<file path="src/rtl/jk_pkg.sv">
// Shared definitions for the JK flip-flop pattern driver: state encoding and
// the JK excitation table (inverse of the flip-flop characteristic equation).
package jk_pkg;

    typedef enum logic [1:0] {
        S_IDLE   = 2'd0,
        S_DRIVE  = 2'd1,
        S_VERIFY = 2'd2,
        S_DONE   = 2'd3
    } state_t;

    // Returns {J,K}. xfill picks how the don't-care half of each row is filled:
    // 0 keeps the unused input low, 1 drives it high (toggle-style).
    function automatic logic [1:0] jk_excite(input logic cur, input logic nxt, input logic xfill);
        if (xfill) begin
            return {cur | nxt, ~(cur & nxt)};
        end
        return {~cur & nxt, cur & ~nxt};
    endfunction

endpackage

</file>
<file path="src/rtl/jk_pattern_driver.sv">
// Drives an external JK flip-flop through a target Q sequence and checks each
// applied bit against the observed Q.
//
// state    | meaning
// ---------+----------------------------------------------------------------
// S_IDLE   | waiting for start; J/K parked at 0/0
// S_DRIVE  | J/K for pattern[idx] presented; flip-flop samples on falling edge
// S_VERIFY | J/K held; observed Q compared with pattern[idx] at cycle end
// S_DONE   | one-cycle done pulse; J/K back to 0/0
module jk_pattern_driver
    import jk_pkg::*;
#(
    parameter int   WIDTH = 8,
    parameter bit   XFILL = 1'b0,
    localparam int  LW    = $clog2(WIDTH + 1)
) (
    input  logic             clk,
    input  logic             reset_n,
    input  logic             start_valid,
    output logic             start_ready,
    input  logic [WIDTH-1:0] pattern,
    input  logic [LW-1:0]    len,
    input  logic             q_in,
    output logic             j_out,
    output logic             k_out,
    output logic             busy,
    output logic             done,
    output logic             mismatch,
    output logic [LW-1:0]    err_count,
    output logic [LW-1:0]    err_idx
);

    localparam int IW = (WIDTH > 1) ? $clog2(WIDTH) : 1;
    localparam logic [LW-1:0] LEN_MAX = LW'(WIDTH);

    state_t           state_q, state_d;
    logic [WIDTH-1:0] pat_q, pat_d;
    logic [LW-1:0]    len_q, len_d;
    logic [LW-1:0]    idx_q, idx_d;
    logic             cur_q, cur_d;
    logic             j_q, j_d;
    logic             k_q, k_d;
    logic             mismatch_q, mismatch_d;
    logic [LW-1:0]    err_count_q, err_count_d;
    logic [LW-1:0]    err_idx_q, err_idx_d;
    logic [LW-1:0]    len_clamped;

    assign len_clamped = (len > LEN_MAX) ? LEN_MAX : len;

    always_ff @(posedge clk or negedge reset_n) begin
        if (!reset_n) begin
            state_q     <= S_IDLE;
            pat_q       <= '0;
            len_q       <= '0;
            idx_q       <= '0;
            cur_q       <= 1'b0;
            j_q         <= 1'b0;
            k_q         <= 1'b0;
            mismatch_q  <= 1'b0;
            err_count_q <= '0;
            err_idx_q   <= '0;
        end else begin
            state_q     <= state_d;
            pat_q       <= pat_d;
            len_q       <= len_d;
            idx_q       <= idx_d;
            cur_q       <= cur_d;
            j_q         <= j_d;
            k_q         <= k_d;
            mismatch_q  <= mismatch_d;
            err_count_q <= err_count_d;
            err_idx_q   <= err_idx_d;
        end
    end

    always_comb begin
        state_d     = state_q;
        pat_d       = pat_q;
        len_d       = len_q;
        idx_d       = idx_q;
        cur_d       = cur_q;
        j_d         = j_q;
        k_d         = k_q;
        mismatch_d  = mismatch_q;
        err_count_d = err_count_q;
        err_idx_d   = err_idx_q;

        case (state_q)
            S_IDLE: begin
                if (start_valid) begin
                    pat_d       = pattern;
                    len_d       = len_clamped;
                    cur_d       = q_in;
                    idx_d       = '0;
                    mismatch_d  = 1'b0;
                    err_count_d = '0;
                    err_idx_d   = '0;
                    state_d     = (len_clamped == '0) ? S_DONE : S_DRIVE;
                end
            end
            S_DRIVE: begin
                state_d = S_VERIFY;
            end
            S_VERIFY: begin
                if (q_in != pat_q[idx_q[IW-1:0]]) begin
                    err_count_d = err_count_q + LW'(1);
                    mismatch_d  = 1'b1;
                    if (!mismatch_q) begin
                        err_idx_d = idx_q;
                    end
                end
                // Resync to what the flip-flop actually holds, not what was asked for.
                cur_d = q_in;
                if (idx_q == len_q - LW'(1)) begin
                    state_d = S_DONE;
                end else begin
                    idx_d   = idx_q + LW'(1);
                    state_d = S_DRIVE;
                end
            end
            S_DONE: begin
                state_d = S_IDLE;
            end
            default: begin
                state_d = S_IDLE;
            end
        endcase

        // J/K are registered, so they are loaded on the edge that enters DRIVE.
        case (state_d)
            S_DRIVE: begin
                {j_d, k_d} = jk_excite(cur_d, pat_d[idx_d[IW-1:0]], XFILL);
            end
            S_VERIFY: begin
                j_d = j_q;
                k_d = k_q;
            end
            default: begin
                j_d = 1'b0;
                k_d = 1'b0;
            end
        endcase
    end

    assign start_ready = (state_q == S_IDLE);
    assign busy        = (state_q != S_IDLE);
    assign done        = (state_q == S_DONE);
    assign j_out       = j_q;
    assign k_out       = k_q;
    assign mismatch    = mismatch_q;
    assign err_count   = err_count_q;
    assign err_idx     = err_idx_q;

endmodule
</file>
<file path="config.mk">
export PLATFORM = sky130hd
export DESIGN_NAME = jk_pattern_driver
export DESIGN_NICKNAME = d
export VERILOG_FILES = /design/src/rtl/jk_pkg.sv /design/src/rtl/jk_pattern_driver.sv
export SDC_FILE = /design/constraint.sdc
export NUM_CORES = 1
export LEC_CHECK = 0
export CELL_PAD_IN_SITES_DETAIL_PLACEMENT = 1
export CELL_PAD_IN_SITES_GLOBAL_PLACEMENT = 1
export CORE_UTILIZATION = 35
export DETAILED_ROUTE_END_ITERATION = 8
export GPL_TIMING_DRIVEN = 0
export PLACE_DENSITY_LB_ADDON = 0.05
export SLEW_MARGIN = 20
export SYNTH_ARGS = -nofsm -noshare
export SYNTH_HDL_FRONTEND = slang
export SYNTH_SLANG_ARGS = --single-unit
export TNS_END_PERCENT = 1
</file>
<file path="constraint.sdc">
create_clock -name clk -period 4.7 [get_ports clk]
set_clock_uncertainty 0.05 [all_clocks]
set_input_delay 0.705 -clock clk [delete_from_list [all_inputs] [get_ports clk]]
set_output_delay 0.705 -clock clk [all_outputs]
set_load 0.03 [all_outputs]
</file>
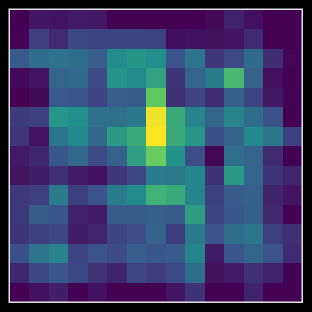
**Above:** run 1 (signal metal coverage by tile).
Drawn at 4 px/um. The die is cut into 15 by 15 equal tiles; dark purple is low, yellow is high, scaled to the fullest tile. Values are wire area over tile area, all layers added.
8.9% of the tiles are over half the peak. The densest ninth of the die: center. The fullest tile reaches 0.56. The mean over all tiles is 0.13. 13% of the tiles are nearly empty.

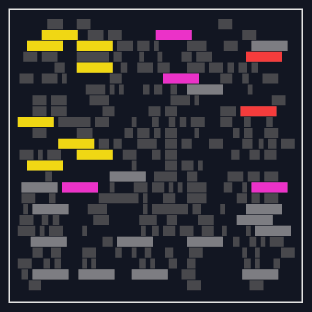
**Above:** run 1 (sequential cells grouped by signal name).
Drawn at 4 px/um. Other sequential cells in the stronger gray, the rest of the logic in the fainter gray.
Key: yellow = pat_q [sequential cells 8]; magenta = idx_q [sequential cells 4]; red = state_q [sequential cells 2]

==> results.ini, run 1 <==
[logic_synthesis]
synth_nets=188
top_area_cell=dfrtp_1
synth-edff-count=0
synthTopCellsByCount=dfrtp_1, nand2_1, o21ai_0
synth_flops=29
yosysSeqAreaShare=0.413
synthTopCellsByArea=dfrtp_1, mux2_2, nand2_1
ys_warn_count=0
ys_cells=169
ff_type=dfrtp_1
netlist_area_um2=1760
synth_cells=169
yosysUniqueCellTypes=59
ys_area_um2=1760
avgSynthCellArea_um2=10.4
synth.top_cell.area_share=0.413
async_flop_share=1.00
post-synth-top-count-cell=dfrtp_1

[cells_and_area]
syn_to_final_growth_pct=26.7
diodes=0
final_area_um2=2230
fin_nets=224
finalNonFillerCells=273
post-route-util=0.466
final_layout_size_suffix_gt1_frac=0.199

[global_route]
grt_util_met2=0.323
antenna_found_initial=0
use_met1=0.252
grt_max_degree=30
grt.met3_usage=0.0456
grt_pass1_vias=1491
top_usage_layer=met2
track_usage=0.194
grt_pass1_wl_um=7510
grt_remaining_overflow=0

[route]
dr.pass1.iters=4
route.detailed.drc=0
via_per_inst=5.15
routed_wl_um=4580
wl_per_cell_um=16.8
via_count=1407
drt_iter0_drc=39
ant_nets=0

[clocking]
clk_pin_slew_ns=0.06
clock_sinks=29
cts_tree=yes
clock.latency.late_pin_ns=0.28
ctsRootBufferMaster=clkbuf_8
clock_path_buffers=2
cts_setup_buffers=0
cts_resized=0
cts_buffers=5
ctsHoldBuffers=0
htree_num_levels=2

[final_timing]
worstMarginPinSlew_ns=0.675
slew_headroom=0.550
hold_violations=0
fin_crit_ns=3.13
maxSlewViolCount=0
max_freq_mhz=319
setup-tns-final_ns=0
period_used_share=0.667
rsz0062_at_grt=false
setup_viol=0

[place]
hpwl_um=3440
portBuffers=29
routabilityCongestion=0.889
dp.cells=265
place_area_um2=2130

[setup_path]
cp.required_ns=4.82
r2r_cells=9
reg2reg_slack_ns=1.82
cp.arrival_ns=3.25
critPathKind=input pin to register
endpoint_kind=register
crit_fanout=10
critPathLaunchType=input pin

[floorplan]
num_io_pins=30
fp_util=0.368
dieWidth_um=72.9
chipArea_um2=5310
rows=25

[pwr]
irDropWorstVdd_mv=0.300
comb_power_share=0.589
power.internal_uw=881
p_leak_uw=0.000942
p_total_uw=1560
seq_power_share=0.264
p_clk_frac=0.148
switching_share=0.434
power.switching_uw=677
power_density_nw_per_um2=699

[flow_run]
drv_cap=0
warnings=26

[worst_hold_path]
hold_path_class=input pin to async pin

[outcome]
outcome=completed

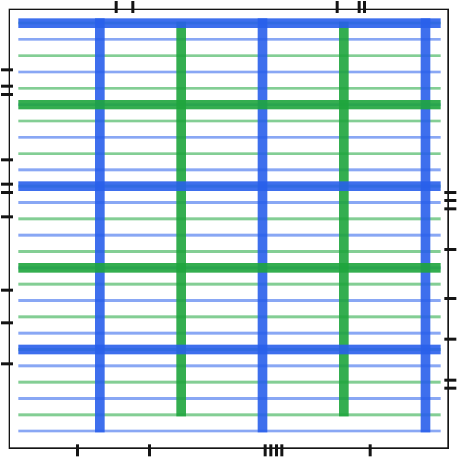
**Above:** run 1 (supply network).
Drawn at 6 px/um. Pins as bars on the die edge.
Key: green = VDD; blue = VSS
The core has 25 rows. 30 signal pins sit on the boundary. 5 straps on met4. 26 met1 rails follow the rows.
chip height: 72.9 um
Core Area: 4790 um^2

run 1: cells in the final DEF, fill, tap and decap left out, types with 2 or more instances in the layout:
master           Yosys  layout
nand3_1              5       5
o31ai_1              3       3
a31oi_1              3       3
buf_2                1       2
and2_1               2       2
nor3_1               3       3
o2111ai_1            2       2
ha_1                 3       3
o21bai_1             2       2
clkbuf_1             2       2
clkdlybuf4s50_1      0      28
nand2_1             19      19
dfrtp_1             29      29
mux2_2              10      10
a21oi_1              4       4
xor2_1               3       3
nor4b_1              2       2
xnor2_1              4       4
nor2_1               4       4
inv_1               10      10
buf_6                3       3
mux4_2               2       2
nand2b_1             4       4
mux2i_1              2       2
clkbuf_8             1       8
o21ai_0             12      12
run 1: cell type report:
class,count,area [um^2]
Inverter,10,37.5
Timing Repair Buffer,29,285
Multi-Input combinational cell,121,917
Fill cell,531,2560
Sequential cell,29,726
Clock buffer,7,96.3
Tap cell,67,83.8
Clock inverter,1,5.00
Buffer,9,78.8
run 1: power groups by stage:
stage                     logic, uW  registers [uW]  clock network [uW]
after floorplan                 640             445                   0
after global placement          902             412                   0
after detailed placement        918             417                   0
after CTS                       923             413                 236
after global routing            999             423                 247
final                           918             411                 230
run 1: kinds of logic (layout without fill, tap and decap cells):
group / Yosys count / in the layout / synth area share
muxes: 14 / 14 / 0.101
buffers and inverters: 19 / 56 / 0.0661
DFF: 29 / 29 / 0.413
and+or+nand+nor: 53 / 53 / 0.171
AOI/OAI and AO/OA: 42 / 42 / 0.164
xor gates and xnor gates: 9 / 9 / 0.0647
adders and majority gates: 3 / 3 / 0.0213
run 1: sequential cells by signal (all words and copies together), names as in the netlist:
signal and cells:
k_out 1, mismatch 1, pat_q 8, err_idx 4, idx_q 4, state_q 2
len_q 4, err_count 4, j_out 1
run 1: routing by layer:
metal  wire (um)  vias up  share of wire
li1            -      684              -
met1        2190      682           0.48
met2        2160       36           0.47
met3         185        5          0.040
met4          48        0          0.010
met5           0        -              0
run 1: final timing paths:
| kind | start | to |
|---|---|---|
| max in group asynchronous | reset_n | pat_q[4] |
| worst max register to register | len_q[0] | k_out |
| worst min-delay path | reset_n | err_idx[1] |
| worst max-delay path | start_valid | k_out |
| worst min register to register | err_idx[1] | err_idx[1] |
| min in group clk | err_idx[1] | err_idx[1] |
run 1: stage by stage:
step	worst slack (ns)	hold WS, ns
after floorplan	2.17	0.359
after global placement	1.28	0.414
after detailed placement	1.24	0.425
after CTS	1.52	0.430
after global routing	1.36	0.463
final	1.57	0.405
run 1: worst max-delay path, cell delays in order:
cell and delay [ns]:
clkdlybuf4s50_1 0.52, or3b_1 0.39, buf_6 0.15, clkbuf_1 0.29, nand2_1 0.22, o2111ai_1 0.12
nor4b_1 0.47, nor4b_1 0.10, a32o_1 0.27
## Run 2: what changed since run 1
Clock period 4.7 ns to 3.01 ns, I/O delays scaled along.
==> run 2 against run 1 <==
Net effect: via count down 0.28%; global-route usage unchanged; critical path type is now register to register; power up 59%; register-to-register slack worse by 1.6 ns; core utilization up 0.52 points; clock power up 57%; sequential power up 56%; area after synthesis unchanged; non-clock buffer count unchanged; sequential share of layout area down 0.36 points.
==> results.ini, run 2 <==
[logic_synthesis]
ff_type=dfrtp_1  ; unchanged
synth_nets=188  ; unchanged
synthAoiAreaFrac=0.164  ; unchanged
synth_flops=29  ; unchanged
ys_sh_xor=0.0647  ; unchanged
netlist_area_um2=1760  ; unchanged
post-synth-top-count-cell=dfrtp_1  ; unchanged
avgSynthCellArea_um2=10.4  ; unchanged
synth.top_cell.area_share=0.413  ; unchanged
logic_family=simple AND/OR/NAND/NOR gates  ; unchanged
yosysUniqueCellTypes=59  ; unchanged
synth-adder-area-share=0.0213  ; unchanged
ys_cells=169  ; unchanged
synth-edff-count=0  ; unchanged
synth_cells=169  ; unchanged
synthTopCellsByArea=dfrtp_1, mux2_2, nand2_1  ; unchanged
simple_gate_area_frac=0.171  ; unchanged
yosysSeqAreaShare=0.413  ; unchanged
ys_area_um2=1760  ; unchanged
async_flop_share=1.00  ; unchanged
top_area_cell=dfrtp_1  ; unchanged
synthMuxAreaShare=0.101  ; unchanged
synthTopCellsByCount=dfrtp_1, nand2_1, o21ai_0  ; unchanged
ys_warn_count=0  ; unchanged

[final_timing]
period_used_share=0.936
hold_violations=0  ; unchanged
fin_crit_ns=2.82
slew_headroom=0.521  ; was 0.550
worstMarginPinSlew_ns=0.713  ; was 0.675 ns
maxSlewViolCount=0  ; unchanged
setup-tns-final_ns=0  ; unchanged
rsz0062_at_grt=false  ; unchanged
max_freq_mhz=355
setup_viol=0  ; unchanged

[pwr]
switching_share=0.439  ; was 0.434
power_density_nw_per_um2=1100  ; was 699 nW/um^2
seq_power_share=0.259  ; was 0.264
p_leak_uw=0.000947  ; was 0.000942 uW
comb_power_share=0.596  ; was 0.589
p_total_uw=2480  ; was 1560 uW
p_clk_frac=0.145  ; was 0.148
irDropWorstVdd_mv=0.471  ; was 0.300 mV
power.internal_uw=1390  ; was 881 uW
power.switching_uw=1090  ; was 677 uW

[cells_and_area]
diodes=0  ; unchanged
finalNonFillerCells=273  ; unchanged
fin_nets=224  ; unchanged
final_layout_size_suffix_gt1_frac=0.218  ; was 0.199
largest_register=pat_q  ; unchanged
lay_top_count=dfrtp_1  ; unchanged
lay_top_cells=dfrtp_1, clkdlybuf4s50_1, nand2_1, o21ai_0  ; unchanged
syn_to_final_growth_pct=28.2  ; was 26.7%
largest_register_ffs=8  ; unchanged

[global_route]
grt_pass1_vias=1491  ; unchanged
grt_pass1_wl_um=7510  ; unchanged
grt_max_degree=30  ; unchanged
grt_remaining_overflow=0  ; unchanged
track_usage=0.194  ; unchanged
antenna_found_initial=0  ; unchanged

[place]
routabilityCongestion=0.889  ; unchanged
hpwl_um=3440  ; unchanged
dp.cells=265  ; unchanged
portBuffers=29  ; unchanged

[floorplan]
die_h_um=72.9  ; unchanged
num_io_pins=30  ; unchanged
core_um2=4790  ; unchanged
dieWidth_um=72.9  ; unchanged
rows=25  ; unchanged
chipArea_um2=5310  ; unchanged
fp_util=0.368  ; unchanged

[setup_path]
cp.required_ns=3.18  ; was 4.82 ns
critPathKind=register to register  ; was input pin to register
r2r_end=k_out  ; unchanged
cp.arrival_ns=2.98  ; was 3.25 ns
endpoint_kind=register  ; unchanged
critPathLaunchType=register  ; was input pin
crit-reg2reg-launch=len_q[0]  ; unchanged
r2r_cells=9  ; unchanged
reg2reg_slack_ns=0.19  ; was 1.82 ns
crit_fanout=4  ; was 10

[route]
dr.pass1.iters=4  ; unchanged
via_count=1403  ; was 1,407
drt_iter0_drc=28  ; was 39
ant_nets=0  ; unchanged
via_per_inst=5.14  ; was 5.15
routed_wl_um=4630  ; was 4580 um
wl_per_cell_um=17.0  ; was 16.8 um
route.detailed.drc=0  ; unchanged

[clocking]
ctsRootBufferMaster=clkbuf_8  ; unchanged
clock_path_buffers=2  ; unchanged
cts_buffers=5  ; unchanged
clock.latency.late_pin_ns=0.28  ; about the same
cts_tree=yes  ; unchanged
cts_setup_buffers=0  ; unchanged
clk_pin_slew_ns=0.07  ; was 0.06 ns
htree_num_levels=2  ; unchanged
clock_sinks=29  ; unchanged

[worst_hold_path]
hold_path_class=input pin to async pin  ; unchanged

[flow_run]
drv_cap=0  ; unchanged
warnings=26  ; unchanged

[outcome]
outcome=completed  ; unchanged

## run 2: cell counts after synthesis
Identical to the previous run, type by type.
## run 2: worst max-delay path: stages, from the launching register on
cell       delay, ns
dfrtp_1         0.40
inv_1           0.08
ha_1            0.24
xor3_2          0.43
o31ai_2         0.31
o2111ai_2       0.23
nand3_2         0.17
mux2_2          0.36
a32oi_1         0.27
a32o_1          0.22
## run 2: power groups by stage
stage | Clock, uW | Combinational (uW) | Sequential (uW)
after CTS | 369 | 1440 | 645
after global placement | 0 | 1410 | 643
after global routing | 386 | 1600 | 661
final | 360 | 1480 | 642
after detailed placement | 0 | 1430 | 651
after floorplan | 0 | 1000 | 695
## run 2: how the worst max path moves through the flow
stage / from / end / slack (ns) / cells past startpoint
6_report: len_q[0] / k_out / 0.19 / 9
5_1_grt: len_q[0] / k_out / 0.04 / 9
4_1_cts: start_valid / k_out / 0.08 / 9
3_5_place_dp: start_valid / k_out / -0.20 / 9
3_3_place_gp: start_valid / k_out / -0.16 / 9
2_1_floorplan: len_q[0] / k_out / 0.51 / 9
## run 2: cells by family (layout without fill, tap and decap cells)
family,after synthesis,after routing
mux,14,14
flops,29,29
simple gates,53,53
buf+inv,19,56
compound gates,42,42
xor+xnor,9,9
fa+ha+maj,3,3
## run 2: cell type report
type	count	area (um^2)	share of cell area
well taps	67	83.8	0.0372
multi-input cells	121	942	0.418
plain buffers	9	78.8	0.0350
flip-flops and latches	29	726	0.322
clock inverters	1	5.00	0.00222
inverters	10	37.5	0.0166
clock buffers	7	96.3	0.0427
repair buffers	29	285	0.127
## run 2: layer usage
layer | vias to the layer above | GRT usage | wire length, um
met1 | 683 | 0.252 | 2180
met3 | 5 | 0.0456 | 173
li1 | 683 | - | -
met4 | 0 | 0.0523 | 48
met5 | - | 0 | 0
met2 | 32 | 0.323 | 2230
## run 2: per-stage QoR
step / util / hold WS [ns] / worst slack [ns] / area (um^2)
after floorplan: - / 0.106 / 0.505 / 1760
after global placement: 0.446 / 0.414 / -0.161 / 2130
after detailed placement: 0.445 / 0.425 / -0.197 / 2130
after CTS: 0.466 / 0.177 / 0.0825 / 2230
after global routing: 0.471 / 0.210 / 0.0420 / 2250
final: 0.471 / 0.150 / 0.192 / 2250
## run 2: what timing repair did
item | 4_1_cts | 5_1_grt
hold buffers | 0 | 0
resized | 0 | 4
setup endpoints to repair | 0 | 2
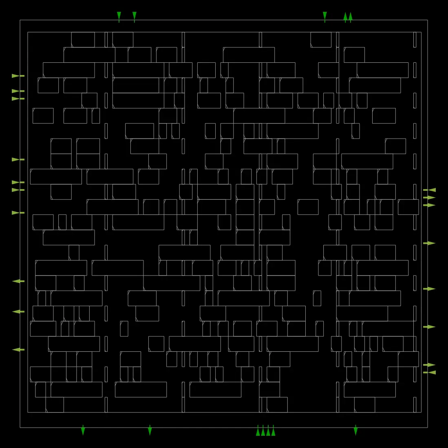
**Above:** run 2 (placement view).
final core utilization: 0.471
fillcell total: 531

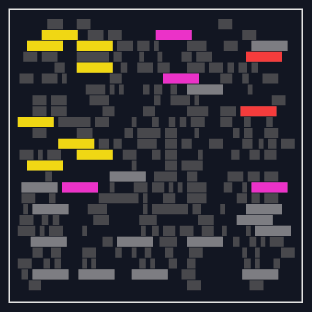
**Above:** run 2 (sequential cells grouped by signal name).
Drawn at 4 px/um. Other sequential cells in the stronger gray, the rest of the logic in the fainter gray.
Key: yellow = pat_q [sequential cells 8]; magenta = idx_q [sequential cells 4]; red = state_q [sequential cells 2]
Another 15 sequential cells are not colored.

## Run 3: what changed since run 2
Settings changed: CORE_UTILIZATION 35 to 41, MAX_ROUTING_LAYER from default to met4.
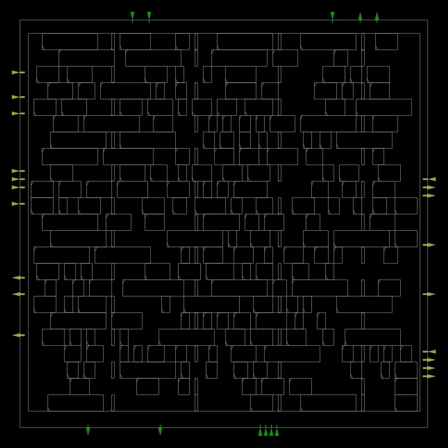
**Above:** run 3 (placement view).
sequential cell area share: 0.328
final core utilization: 0.546
tapcell count: 50
Finished Layout Cells: 256
fillcell total: 470

==> run 3 against run 2 <==
Net effect: first-iteration DRC count grew 32%; critical path depth is the same; worst setup slack lost 0.037 ns.
==> results.ini, run 3 <==
[outcome]
outcome=completed  ; unchanged

[cells_and_area]
largest_register=pat_q  ; unchanged
largest_register_ffs=8  ; unchanged
fin_nets=224  ; unchanged
final_layout_size_suffix_gt1_frac=0.204  ; was 0.218
lay_top_count=dfrtp_1  ; unchanged
diodes=0  ; unchanged
lay_top_cells=dfrtp_1, clkdlybuf4s50_1, nand2_1, o21ai_0  ; unchanged
syn_to_final_growth_pct=25.9  ; was 28.2%

[pwr]
p_total_uw=2460  ; was 2480 uW
p_leak_uw=0.000945  ; was 0.000947 uW
irDropWorstVdd_mv=0.432  ; was 0.471 mV
power_density_nw_per_um2=1110  ; was 1100 nW/um^2

[logic_synthesis]
top_area_cell=dfrtp_1  ; unchanged
logic_family=simple AND/OR/NAND/NOR gates  ; unchanged
synthTopCellsByCount=dfrtp_1, nand2_1, o21ai_0  ; unchanged
synthAoiAreaFrac=0.164  ; unchanged
async_flop_share=1.00  ; unchanged
synth_cells=169  ; unchanged
simple_gate_area_frac=0.171  ; unchanged
ys_sh_xor=0.0647  ; unchanged
yosysUniqueCellTypes=59  ; unchanged
avgSynthCellArea_um2=10.4  ; unchanged
synth.top_cell.area_share=0.413  ; unchanged
synth_nets=188  ; unchanged
ys_cells=169  ; unchanged
synthTopCellsByArea=dfrtp_1, mux2_2, nand2_1  ; unchanged
synth-edff-count=0  ; unchanged
synth_flops=29  ; unchanged
post-synth-top-count-cell=dfrtp_1  ; unchanged
synthMuxAreaShare=0.101  ; unchanged
yosysSeqAreaShare=0.413  ; unchanged
netlist_area_um2=1760  ; unchanged
synth-adder-area-share=0.0213  ; unchanged
ff_type=dfrtp_1  ; unchanged
ys_area_um2=1760  ; unchanged
ys_warn_count=0  ; unchanged

[route]
drt_iter0_drc=37  ; was 28
ant_nets=0  ; unchanged
via_count=1431  ; was 1,403
routed_wl_um=4590  ; was 4630 um
via_per_inst=5.59  ; was 5.14
dr.pass1.iters=4  ; unchanged
wl_per_cell_um=17.9  ; was 17.0 um
route.detailed.drc=0  ; unchanged

[setup_path]
crit_fanout=4  ; unchanged
critPathKind=register to register  ; unchanged
slowest_delay_ns=0.43  ; about the same
cp.required_ns=3.18  ; about the same
crit_slowest_cell=xor3_2  ; unchanged
endpoint_kind=register  ; unchanged
crit_family=AND-OR/OR-AND gates  ; unchanged
cp.buffers_inverters=1  ; unchanged
cp.arrival_ns=3.03  ; was 2.98 ns
worstPathCellList=inv_1 > ha_1 > xor3_2 > o31ai_1 > o2111ai_1 > nand3_2 > mux2_2 > a32oi_1 > a32o_1  ; was inv_1 > ha_1 > xor3_2 > o31ai_2 > o2111ai_2 > nand3_2 > mux2_2 > a32oi_1 > a32o_1
critPathLaunchType=register  ; unchanged

[global_route]
track_usage=0.230  ; was 0.194
grt_pass1_vias=1434  ; was 1,491
grt_remaining_overflow=0  ; unchanged
antenna_found_initial=0  ; unchanged
grt_pass1_wl_um=7200  ; was 7510 um
grt_max_degree=30  ; unchanged

[floorplan]
dieWidth_um=67.5  ; was 72.9 um
num_io_pins=30  ; unchanged
die_h_um=67.5  ; was 72.9 um
rows=23  ; was 25
fp_util=0.434  ; was 0.368
chipArea_um2=4560  ; was 5310 um^2
core_um2=4060  ; was 4790 um^2

[final_timing]
hold_ws_ns=0.154  ; was 0.150 ns
hold_violations=0  ; unchanged
fin_crit_ns=2.85  ; was 2.82 ns
maxSlewViolCount=0  ; unchanged
rsz0062_at_grt=false  ; unchanged
max_freq_mhz=350  ; was 355 MHz
worstMarginPinSlew_ns=0.677  ; was 0.713 ns
slew_headroom=0.548  ; was 0.521
setup_viol=0  ; unchanged
period_used_share=0.948  ; was 0.936

[worst_hold_path]
hold_path_class=input pin to async pin  ; unchanged

[clocking]
clock_path_buffers=2  ; unchanged
cts_tree=yes  ; unchanged
htree_num_levels=2  ; unchanged
clk_pin_slew_ns=0.07  ; about the same
cts_buffers=5  ; unchanged
clock_sinks=29  ; unchanged
ctsHoldBuffers=0  ; unchanged
clock.latency.late_pin_ns=0.28  ; about the same
ctsRootBufferMaster=clkbuf_8  ; unchanged

[place]
portBuffers=29  ; unchanged
routabilityCongestion=0.830  ; was 0.889
hpwl_um=3420  ; was 3440 um

[flow_run]
warnings=26  ; unchanged
drv_cap=0  ; unchanged

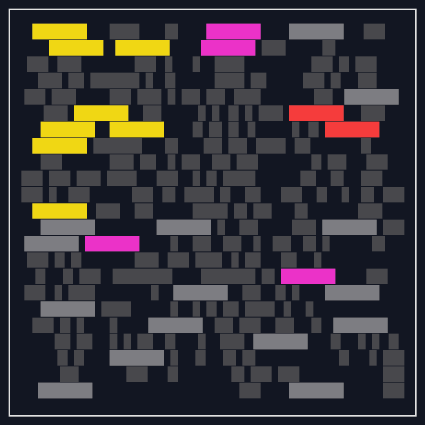
**Above:** run 3 (sequential cells grouped by signal name).
Drawn at 6 px/um. Other sequential cells in the stronger gray, the rest of the logic in the fainter gray.
Key: red = state_q [sequential cells 2]; yellow = pat_q [sequential cells 8]; magenta = idx_q [sequential cells 4]
Another 15 sequential cells are not colored.

-- run 3: cell counts in the layout (fill, tap and decap cells not counted) --
Identical to the previous run, type by type.
-- run 3: metal layers --
metal	up-vias	GRT usage	wire, um
met5	-	-	0
met1	711	0.286	2070
met4	0	0.0798	56
met2	32	0.370	2280
met3	7	0.0456	188
li1	681	-	-
-- run 3: logic make-up (layout without fill, tap and decap cells) --
| logic type | count (synthesis) | after routing |
|---|---|---|
| compound gates | 42 | 42 |
| xor+xnor | 9 | 9 |
| fa+ha+maj | 3 | 3 |
| buf+inv | 19 | 56 |
| flops | 29 | 29 |
| mux | 14 | 14 |
| simple gates | 53 | 53 |
-- run 3: worst paths after layout --
path | startpoint | end | slack, ns | cells after the start
setup / recovery | len_q[0] | k_out | 0.16 | 9
hold reg to reg | err_idx[3] | err_idx[3] | 0.44 | 2
max in group asynchronous | reset_n | pat_q[1] | 2.32 | 1
setup reg to reg | len_q[0] | k_out | 0.16 | 9
min in group clk | err_idx[3] | err_idx[3] | 0.44 | 2
hold / removal | reset_n | len_q[0] | 0.15 | 1
-- run 3: metrics by stage --
step           std cells  setup TNS, ns  area [um^2]  setup slack, ns
2_1_floorplan        169              0         1760            0.505
3_3_place_gp         248         -0.125         2110           -0.125
3_5_place_dp         248         -0.296         2110           -0.216
4_1_cts              256              0         2210           0.0696
5_1_grt              256              0         2210           0.0401
6_report             256              0         2210            0.155
-- run 3: layout make-up --
cell class / instances / area [um^2]
tap: 50 / 62.6
sequential: 29 / 726
fill: 470 / 1840
inverter: 10 / 37.5
timing repair buffer: 29 / 285
clock buffer: 7 / 96.3
clock inverter: 1 / 5.00
buffer: 9 / 78.8
multi-input combinational: 121 / 923
-- run 3: report_power, final --
| group | switching [uW] | internal [uW] |
|---|---|---|
| sequential | 106 | 540 |
| combinational | 813 | 636 |
| clock | 153 | 206 |
| total | 1070 | 1380 |
-- run 3: repair_timing --
| item | 4_1_cts | 5_1_grt |
|---|---|---|
| resized | 0 | 1 |
| setup buffers | 0 | 0 |
| endpoints found under the hold margin | 0 | 0 |
| setup endpoints to repair | 0 | 1 |

==> screenshots <==
Sizing map.
Drawn at 4 px/um.
Plate I
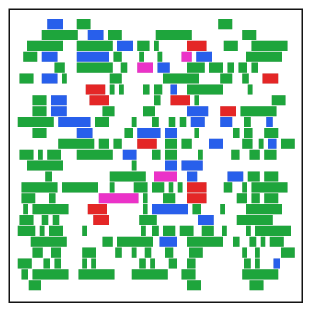
Plate II
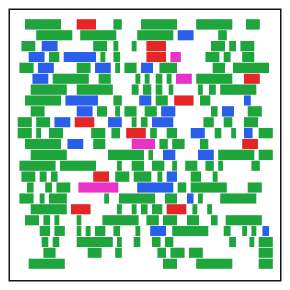
Plate II: run 3
Plate I: run 2
The one with the largest die is Plate I.

Key to Plate I:
Key: magenta = drive 3 to 4 [cells 4, share 1.9%]; red = drive 6 and up [cells 11, share 5.3%, most used clkbuf_8]; green = drive 1 or less [cells 161, share 78%, most used dfrtp_1]; blue = drive 2 [cells 30, share 15%, most used mux2_2]

Power and IR drop assume default switching activity.
